==> config.mk <==
export PLATFORM = sky130hd
export DESIGN_NAME = bit_population_counter_stream
export DESIGN_NICKNAME = d
export VERILOG_FILES = /design/src/rtl/bit_population_counter_pkg.sv /design/src/rtl/bit_population_counter_stream_popcount_chunk.sv /design/src/rtl/bit_population_counter_stream.sv
export SDC_FILE = /design/constraint.sdc
export NUM_CORES = 1
export LEC_CHECK = 0
export CORE_ASPECT_RATIO = 0.7
export CORE_UTILIZATION = 30
export DETAILED_ROUTE_END_ITERATION = 7
export PLACE_DENSITY = 0.48
export SYNTH_ARGS = -nofsm -noshare
export SYNTH_HDL_FRONTEND = slang
export SYNTH_HIERARCHICAL = 1
export SYNTH_SLANG_ARGS = --single-unit
==> constraint.sdc <==
create_clock -name clk_i -period 2.5 [get_ports clk_i]
set_clock_uncertainty 0.2 [all_clocks]
set_input_delay 0.5 -clock clk_i [delete_from_list [all_inputs] [get_ports clk_i]]
set_output_delay 0.5 -clock clk_i [all_outputs]
set_load 0.05 [all_outputs]
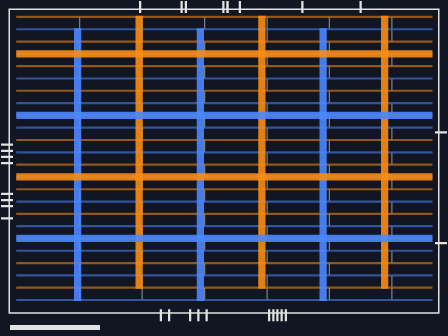
pdn.png
Bar = 20 um. Pins as bars on the die edge. Tap cells in grey.
[blue] VSS
[orange] VDD
met5 straps: 4
tap cells: 75
met4 straps: 6
signal pins: 28
DIE WIDTH: 94.6 um
Die Ht: 66.8 um
Std-Cell Core Area: 5760 sq um
maximum vdd drop: 0.410 mV

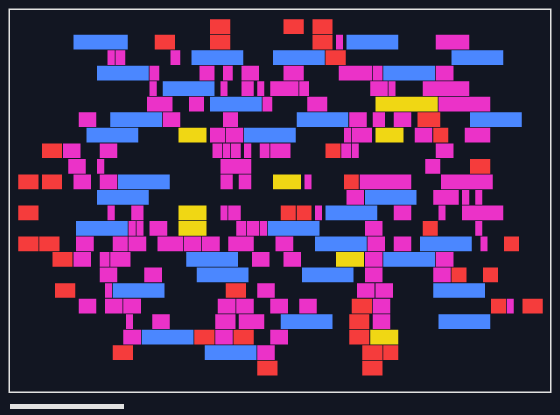
cell_classes.png
Bar = 20 um.
[red] other buffers and delay cells | cells: 39 | share of their area: 16%
[blue] flip-flops | cells: 32 | share of their area: 35%
[magenta] all other logic | cells: 125 | share of their area: 44%
[yellow] clock drivers and dummy loads | cells: 8 | share of their area: 5.5%
FP Rows: 23
Seq area share: 33.3%
Final Core Density: 41.8%

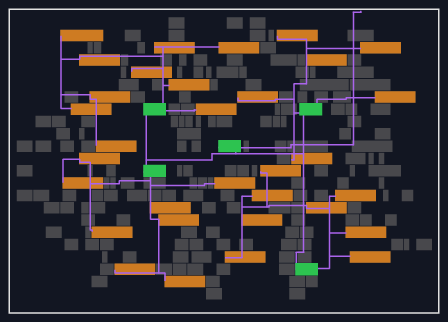
clock_map.png
[green] cells driving clock nets | count: 5
[orange] flip-flops | count: 32
[purple] clock wires | length: 516 um
routed clock nets: 6
Latency at later pin: 290 ps
Clock Power Share: 14.0%
clk pwr: 0.000558 W

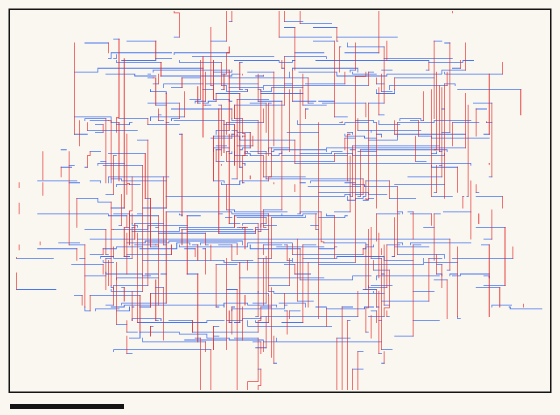
metal_stack.png
Bar = 20 um. Only two layers are drawn.
[blue] met1 | wire length: 2320 um
[red] met2 | wire length: 1940 um
final wirelength: 4540 um
GRT Total Usage: 16.9%
drt wl/cell: 16.3 um

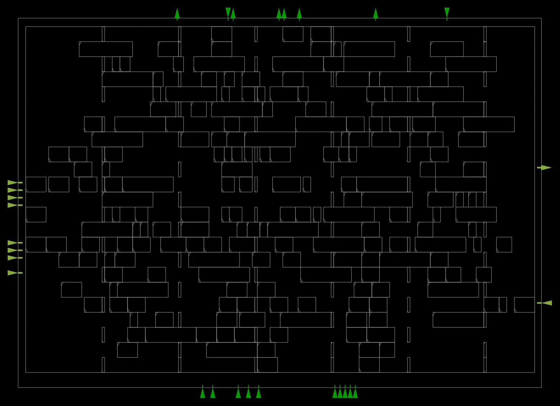
final_placement.png
Filler cells: 582
Cell Count, Final, Fillers Out: 279
tap cell count: 75

==> qor.csv <==
metric;value;unit
Diodes inserted;0;
Data arrival, critical path;2590;ps
CTS tree;done;
Post-synth EDFFs;0;
critical path depth;10;
placed cell areas;2240;sq um
final hold vios;0;
via count;1400;
MI comb cells;116;
TNS Setup;-549;ps
hold slack;289;ps
register share after synthesis;44.5;%
Period minus WS final;2620;ps
failing checks;setup timing;
Flops;32;
synth cell count leaders;dfrtp_1, xnor2_1, a2bb2oi_1;
number of cells produced by synthesis;167;
outcome;finished, violations left;
Sink Count;32;
Setup WS pre-CTS;-156;ps
synthesis area per yosys;1800;sq um
CP required;2470;ps
top-count cell post-synth;dfrtp_1;
clk_buf instances;7;
max FFs per register;16;
final setup fails;8;
Reg clk slew, reported paths;70;ps
Slew Limit Headroom;42.1;%
adder share;6.39;%
I/O pin total;28;
critical path launch point type;flop;
die area;6320;sq um
Crit. End Element;flop;
Simple Share, Synth;10.5;%
Inst Count DP;269;
nonclk buf count;39;
synth warn;6;
number of hold buffers added after CTS;0;
Resized cells post-CTS;8;
Setup WS post-layout;-115;ps
Synth logic family;AND-OR/OR-AND gates;
FP Core Util;31.3;%
CP max stage delay;540;ps
delay-heaviest family, CP;adder cells;
f_max;382;MHz
area fraction in compound gates after synthesis;23.7;%
report_power, final:
group	internal [W]	switching, W
logic	0.00122	0.00119
clock network	0.000352	0.000206
registers	0.000772	0.000253
routing by layer:
layer	global-route usage [%]	vias up
li1	-	678
met1	23.3	682
met2	25.6	31
met3	3.65	9
met4	6.82	0
met5	0	-
cells in the final DEF, fill, tap and decap left out, types with 6 or more instances in the layout:
| cell type | Yosys | layout |
|---|---|---|
| buf_4 | 1 | 11 |
| a2bb2oi_1 | 12 | 12 |
| nand2_1 | 7 | 7 |
| clkbuf_8 | 0 | 7 |
| nor2_1 | 10 | 10 |
| clkdlybuf4s50_1 | 0 | 27 |
| a22o_1 | 7 | 7 |
| dfrtp_1 | 31 | 31 |
| o22a_1 | 11 | 11 |
| inv_1 | 9 | 6 |
| xnor2_1 | 15 | 15 |
Power figures rest on the tool's default switching activity, not on a simulated workload.
